==> images/clk_routes.png <==
Bar = 20 um.
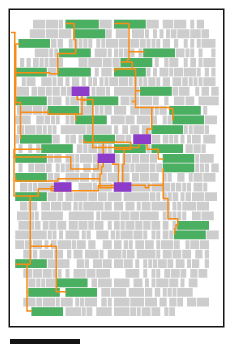
==> images/power_grid.png <==
Pins as bars on the die edge. Tap cells in grey.
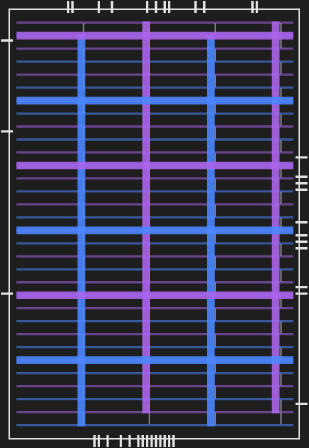
==> images/logic_types.png <==
Bar = 20 um.
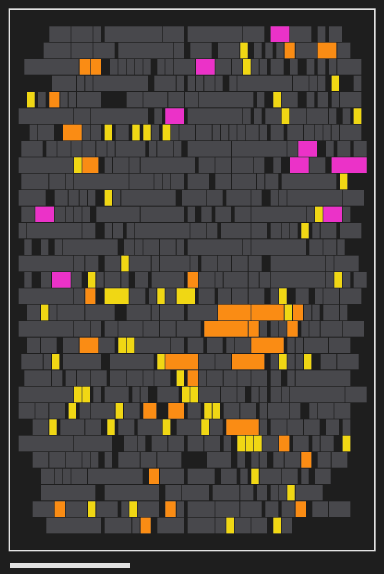
==> images/placement_by_type.png <==
Bar = 20 um.
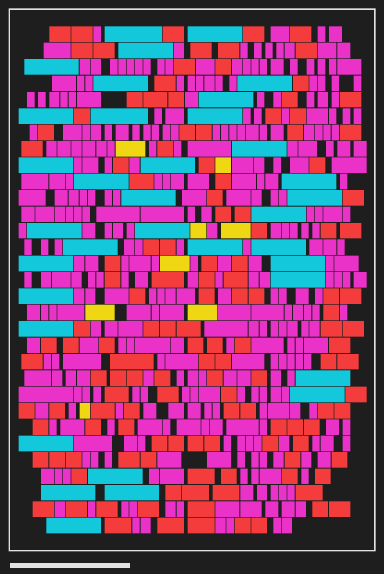
==> images/clocks.png <==
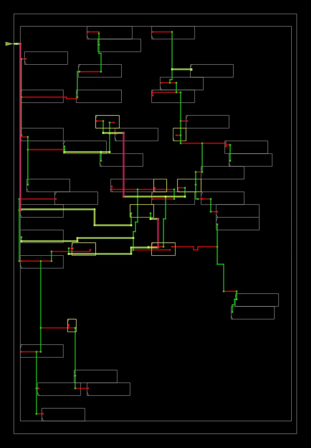
--- src/rtl/turn_sequencer_pkg.sv ---
// Shared types, encodings and board helpers for the tic-tac-toe turn sequencer.
package turn_sequencer_pkg;

    localparam int unsigned N_CELLS = 9;
    localparam int unsigned CELL_W  = 2;
    localparam int unsigned BOARD_W = N_CELLS * CELL_W;
    localparam int unsigned POS_W   = 4;
    localparam int unsigned CNT_W   = 4;
    localparam int unsigned N_LINES = 8;

    typedef logic [CELL_W-1:0]  cell_t;
    typedef logic [BOARD_W-1:0] board_t;
    typedef logic [POS_W-1:0]   pos_t;

    localparam cell_t CELL_EMPTY  = 2'b00;
    localparam cell_t CELL_X      = 2'b01;
    localparam cell_t CELL_O      = 2'b10;
    localparam cell_t WINNER_DRAW = 2'b11;

    typedef enum logic [1:0] {
        S_WAIT_X = 2'd0,
        S_WAIT_O = 2'd1,
        S_CHECK  = 2'd2,
        S_DONE   = 2'd3
    } state_t;

    typedef struct packed {
        pos_t a;
        pos_t b;
        pos_t c;
    } line_t;

    // Rows, columns, then the two diagonals (row-major cell indices).
    localparam line_t LINES [N_LINES] = '{
        '{4'd0, 4'd1, 4'd2}, '{4'd3, 4'd4, 4'd5}, '{4'd6, 4'd7, 4'd8},
        '{4'd0, 4'd3, 4'd6}, '{4'd1, 4'd4, 4'd7}, '{4'd2, 4'd5, 4'd8},
        '{4'd0, 4'd4, 4'd8}, '{4'd2, 4'd4, 4'd6}
    };

    // Out-of-range indices read as empty; callers range-check separately.
    function automatic cell_t cell_at(board_t b, pos_t idx);
        cell_t c;
        c = CELL_EMPTY;
        for (int i = 0; i < int'(N_CELLS); i++) begin
            if (idx == POS_W'(i)) c = b[i*CELL_W +: CELL_W];
        end
        return c;
    endfunction

    function automatic board_t set_cell(board_t b, pos_t idx, cell_t v);
        board_t r;
        r = b;
        for (int i = 0; i < int'(N_CELLS); i++) begin
            if (idx == POS_W'(i)) r[i*CELL_W +: CELL_W] = v;
        end
        return r;
    endfunction

endpackage

--- src/rtl/turn_sequencer_line_checker.sv ---
// Combinational three-in-a-row detector for one player over the whole board.
module turn_sequencer_line_checker
    import turn_sequencer_pkg::*;
(
    input  board_t board,
    input  cell_t  player,
    output logic   win
);

    always_comb begin
        win = 1'b0;
        for (int l = 0; l < int'(N_LINES); l++) begin
            if (cell_at(board, LINES[l].a) == player &&
                cell_at(board, LINES[l].b) == player &&
                cell_at(board, LINES[l].c) == player) begin
                win = 1'b1;
            end
        end
        // Only real marks can win; empty lines must not match.
        if (player == CELL_EMPTY || player == WINNER_DRAW) win = 1'b0;
    end

endmodule

--- src/rtl/turn_sequencer.sv ---
// Tic-tac-toe game controller: owns the board, arbitrates X/O turns, detects win/draw.
module turn_sequencer
    import turn_sequencer_pkg::*;
#(
    parameter cell_t FIRST_PLAYER = 2'b01
) (
    input  logic             clock,
    input  logic             reset_n,
    input  logic             new_game,
    input  logic             req_x,
    input  logic [POS_W-1:0] pos_x,
    input  logic             req_o,
    input  logic [POS_W-1:0] pos_o,
    output logic             ack_x,
    output logic             ack_o,
    output logic             rej_x,
    output logic             rej_o,
    output board_t           board,
    output cell_t            turn,
    output logic             game_over,
    output cell_t            winner
);

    localparam state_t FIRST_STATE = (FIRST_PLAYER == CELL_O) ? S_WAIT_O : S_WAIT_X;

    state_t           state;
    logic [CNT_W-1:0] move_cnt;
    cell_t            player;
    logic             win;
    logic             valid_x;
    logic             valid_o;

    assign valid_x = (pos_x < POS_W'(N_CELLS)) && (cell_at(board, pos_x) == CELL_EMPTY);
    assign valid_o = (pos_o < POS_W'(N_CELLS)) && (cell_at(board, pos_o) == CELL_EMPTY);

    turn_sequencer_line_checker u_line_checker (
        .board  (board),
        .player (player),
        .win    (win)
    );

    // Game FSM; a request seen while its own rej is high is skipped so a held bad move rejects every other cycle.
    always_ff @(posedge clock or negedge reset_n) begin
        if (!reset_n) begin
            state     <= FIRST_STATE;
            board     <= '0;
            move_cnt  <= '0;
            player    <= FIRST_PLAYER;
            turn      <= FIRST_PLAYER;
            ack_x     <= 1'b0;
            ack_o     <= 1'b0;
            rej_x     <= 1'b0;
            rej_o     <= 1'b0;
            game_over <= 1'b0;
            winner    <= CELL_EMPTY;
        end else begin
            ack_x <= 1'b0;
            ack_o <= 1'b0;
            rej_x <= 1'b0;
            rej_o <= 1'b0;
            if (new_game) begin
                state     <= FIRST_STATE;
                board     <= '0;
                move_cnt  <= '0;
                player    <= FIRST_PLAYER;
                turn      <= FIRST_PLAYER;
                game_over <= 1'b0;
                winner    <= CELL_EMPTY;
            end else begin
                case (state)
                    S_WAIT_X: begin
                        if (req_x && !rej_x) begin
                            if (valid_x) begin
                                board    <= set_cell(board, pos_x, CELL_X);
                                move_cnt <= move_cnt + CNT_W'(1);
                                player   <= CELL_X;
                                turn     <= CELL_EMPTY;
                                ack_x    <= 1'b1;
                                state    <= S_CHECK;
                            end else begin
                                rej_x <= 1'b1;
                            end
                        end
                    end
                    S_WAIT_O: begin
                        if (req_o && !rej_o) begin
                            if (valid_o) begin
                                board    <= set_cell(board, pos_o, CELL_O);
                                move_cnt <= move_cnt + CNT_W'(1);
                                player   <= CELL_O;
                                turn     <= CELL_EMPTY;
                                ack_o    <= 1'b1;
                                state    <= S_CHECK;
                            end else begin
                                rej_o <= 1'b1;
                            end
                        end
                    end
                    S_CHECK: begin
                        // A win takes priority over a full board.
                        if (win) begin
                            winner    <= player;
                            game_over <= 1'b1;
                            state     <= S_DONE;
                        end else if (move_cnt == CNT_W'(N_CELLS)) begin
                            winner    <= WINNER_DRAW;
                            game_over <= 1'b1;
                            state     <= S_DONE;
                        end else if (player == CELL_X) begin
                            turn  <= CELL_O;
                            state <= S_WAIT_O;
                        end else begin
                            turn  <= CELL_X;
                            state <= S_WAIT_X;
                        end
                    end
                    default: begin
                    end
                endcase
            end
        end
    end

endmodule

--- config.mk ---
export PLATFORM = sky130hd
export DESIGN_NAME = turn_sequencer
export DESIGN_NICKNAME = d
export VERILOG_FILES = /design/src/rtl/turn_sequencer_pkg.sv /design/src/rtl/turn_sequencer_line_checker.sv /design/src/rtl/turn_sequencer.sv
export SDC_FILE = /design/constraint.sdc
export NUM_CORES = 1
export LEC_CHECK = 0
export ABC_AREA = 1
export CAP_MARGIN = 20
export CORE_ASPECT_RATIO = 1.5
export CORE_UTILIZATION = 51
export CTS_BUF_LIST = sky130_fd_sc_hd__clkbuf_2 sky130_fd_sc_hd__clkbuf_4 sky130_fd_sc_hd__clkbuf_8
export DETAILED_ROUTE_END_ITERATION = 16
export PLACE_DENSITY = 0.77
export SKIP_CTS_REPAIR_TIMING = 1
export SLEW_MARGIN = 20
export SYNTH_ARGS = -nofsm -noshare
export SYNTH_HDL_FRONTEND = slang
export SYNTH_SLANG_ARGS = --single-unit
--- constraint.sdc ---
create_clock -name clock -period 1.8 [get_ports clock]
set_input_delay 0.18 -clock clock [delete_from_list [all_inputs] [get_ports clock]]
set_output_delay 0.18 -clock clock [all_outputs]
set_load 0.01 [all_outputs]
==> Slide: Implementation Results <==
Key Metrics from the Run

Setup path
  – Critical path's slowest cell: dfrtp_1
  – Max incr delay on CP: 0.42 ns
  – RR Endpoint: board[8]$_DFFE_PN0P_
  – FF-to-FF setup slack: -0.31 ns
  – R2R cell count: 12
  – Critical Path Source Type: flip-flop
  – CP most frequent cell: inv_2
  – CP Class: reg -> reg
  – WP data required: 1.98 ns
  – Crit Reg-Reg Startpoint: state[0]$_DFFE_PN0P_
  – Critical path endpoint category: flip-flop
  – Critical-path cell list: ha_4, inv_2, nor2_4, inv_2, nor2_2, nor2_1, inv_2, a221oi_2, buf_4, nand4_1, nand2_1, nand2_1
  – Arr. time, crit path: between 2 and 2.5 ns
  – Top delay family on crit path: simple AND/OR/NAND/NOR gates
  – Buf/Inv on CP: 4
  – Crit path max fanout: 8

Cells and area
  – Ant. Diodes: 0
  – Post-layout nets: 553
  – Util after Layout: 87.05%
  – Syn-to-layout area delta: 62.68%

Job
  – Max-Cap Viols: 0
  – Tool warning count: 30

Drt
  – Vias per cell: between 5 and 6
  – Routed WL: about 11000 um
  – Post-DRT Antenna Nets: 0
  – WL per Instance: 18.83 um
  – Residual DRC count: 0
  – Drt pass-1 iters: 5
  – Via Count: approximately 3600

Synthesis
  – Cell variety after synth: 31
  – Post-Syn Instances: 398
  – Tally of yosys warning messages: 0
  – Ys flop type: dfrtp_1
  – Area leader share: 31.58%
  – Ys async rst share: 100.0%
  – Syn Area/Cell: 6.570 sq um
  – Synth top cells by count: nand2_1, inv_1, nand3_1, nor2_1, dfrtp_1
  – Synthesized Nets: 417
  – Synthesized registers: 35
  – Synth area leader: dfrtp_1
  – Top cells by area: dfrtp_1, nand2_1, nand3_1
  – Post-synth EDFFs: 0
  – Yosys stat area: 0.002615 sq mm
  – Cell Area, Synth: 0.002615 sq mm
  – Post-synth seq share: 33.59%
  – Yosys Instances: around 400

GRT
  – Remaining Overflow, GRT: 0
  – First-pass GRT wire length: 14280 um
  – Total GRT Usage: between 30% and 40%
  – Vias in the first global route: ~3200
  – Antenna violations before repair: 0

STA
  – Fmax: 474.9 MHz
  – Period utilization: 117.0%
  – Relative slew margins: 62.67%
  – Worst hold slack: 0.3030 ns
  – PnR worst setup slack: -0.3059 ns
  – Fin. max-slew vios: 0
  – Final Hold Vio Count: 0
  – Finish-stage setup viols: 31
  – Worst slew pin tran: 0.5593 ns
  – Tmin final: 2.106 ns
  – RSZ-0062 raised after global routing: true

Placement
  – RD Place Congestion: 0.9378
  – I/O Buffers: 39
  – Pre-CTS WS: -0.5099 ns
  – Post-DP HPWL: 6692 um

Floorplan
  – Die Span Y: 89.70 um
  – Core Util at FP: 53.51%
  – I/O pin count: roughly 40
  – Row count: 31
  – Total core area: around 0.0049 sq mm
  – Die area: 0.005424 sq mm
  – Die width: 60.47 um

Clock tree
  – Clock Pin Slew Worst Setup and Hold Paths: approximately 0.08 ns
  – Htree depth: 2
  – Num CTS Buffers: 5
  – # clock sinks: 35
  – CTS root buf: clkbuf_8

Hold path
  – Worst hold path type: in -> async

Power
  – Leakage power: 0.002230 uW
  – Peak supply drop: 0.001237 V
  – Reg power frac: 20.3%
  – Switching part of the total power: between 40% and 50%
  – Psw: 3208 uW
  – Internal: 3362 uW
  – P per Cell Area: 1544 mW/mm^2
  – Clock share of power: just over 9%
  – Combinational share of power: 70.6%

Run status
  – Outcome: complete, but fails checks
  – Failing checks: negative setup slack
Notes on clk_routes.png above:
legend:
  purple:
    item: clock drivers
    count: 5
  orange:
    item: clock wires
    length: 527 um
  green:
    item: flip-flops
    count: 35
flops lie: all over the die
routed clock nets: 6

Notes on power_grid.png above:
legend:
  blue:
    net: VSS
  purple:
    net: VDD
signal pins: 40
met1 rails: 32

Notes on logic_types.png above:
legend:
  orange:
    family: inverting AOI/OAI gates
    cells: 30
  yellow:
    family: inverters
    cells: 54
    where: all over the die
  magenta:
    family: XOR/XNOR gates
    cells: 9

Notes on placement_by_type.png above:
legend:
  red:
    class: other buffers and delay cells
    cells: 134
    share_of_their_area: 28%
  magenta:
    class: combinational and other logic
    cells: 358
    share_of_their_area: 49%
  yellow:
    class: clock drivers and dummy loads
    cells: 8
    share_of_their_area: 2.1%
  cyan:
    class: flops
    cells: 35
    share_of_their_area: 21%

Notes on clocks.png above:
Clock Skews: 0.005695 ns
FFs & Latches: 35
clk_lat worst skew: 0.30 ns

-- final cells by class --
| cell class | count | area (sq um) |
|---|---|---|
| clock inverter | 2 | 12.51 |
| fill | 261 | 633.1 |
| multi-input combinational | 304 | 1823 |
| clock buffer | 6 | 76.32 |
| tap | 66 | 82.58 |
| timing repair buffer | 134 | 1166 |
| sequential | 35 | 878.3 |
| inverter | 54 | 215.2 |
-- layout by cell type, fill, tap and decap left out, drive strengths merged, types with 2 or more instances in the layout --
master         count
nor2              50
nor3               4
clkdlybuf4s50     31
a21oi              7
a221oi             6
ha                 6
o21ai             13
xor2               6
clkbuf             6
xnor2              3
inv               54
dfstp              2
dfrtp             33
nand3             46
nand4             12
buf               95
dlymetal6s2s       8
o31ai              2
nand2            145
-- stage by stage --
step / power (uW) / setup TNS (ns) / instance area [sq um] / std cells
finish: 6570 / -5.671 / 4254 / 601
global route: 6966 / -13.00 / 4254 / 601
CTS: 5440 / -5.448 / 3757 / 586
detailed placement: 4830 / -13.58 / 3669 / 578
global placement: 4709 / -12.83 / 3669 / 578
floorplan: 3117 / 0 / 2615 / 398
-- power groups by stage --
stage / combinational, uW / clock (uW) / sequential (uW)
6_report: 4640 / 603 / 1330
5_1_grt: 4990 / 632 / 1350
4_1_cts: 3560 / 602 / 1280
3_5_place_dp: 3540 / 0 / 1290
3_3_place_gp: 3440 / 0 / 1270
2_1_floorplan: 1740 / 0 / 1380
-- how the worst max path moves through the flow --
stage,start,to,slack (ns),cells past startpoint
6_report,state[0]$_DFFE_PN0P_,board[8]$_DFFE_PN0P_,-0.31,12
5_1_grt,board[7]$_DFFE_PN0P_,board[7]$_DFFE_PN0P_,-0.60,13
4_1_cts,player[0]$_DFFE_PN1P_,state[0]$_DFFE_PN0P_,-0.26,14
3_5_place_dp,pos_o[0],board[1]$_DFFE_PN0P_,-0.51,16
3_3_place_gp,pos_o[0],board[1]$_DFFE_PN0P_,-0.51,16
2_1_floorplan,player[0]$_DFFE_PN1P_,turn[1]$_DFFE_PN0P_,0.01,14
-- state kept, by name, indices dropped and copies added, names as in the netlist --
register,cells
move_cnt,4
board,18
ack_o,1
turn,2
rej_o,1
rej_x,1
state,2
ack_x,1
winner,2
player,2
game_over,1
-- per-layer routing --
layer	up-vias	global-route usage [%]	share of wire, %
met5	-	0	0
met4	0	20.08	8.6
met3	106	5.612	7.6
met2	250	59.89	50
met1	1673	38.15	34
li1	1554	-	-
-- kinds of logic (layout without fill, tap and decap cells) --
logic type      count (synthesis)  after routing  synth area share, %
compound gates                 30             30                6.938
flops                          35             35                33.59
fa+ha+maj                       6              6                2.871
simple gates                  256            259                44.21
xor+xnor                        9              9                3.015
buf+inv                        62            196                9.378
Power is estimated from default activity; no workload was simulated.
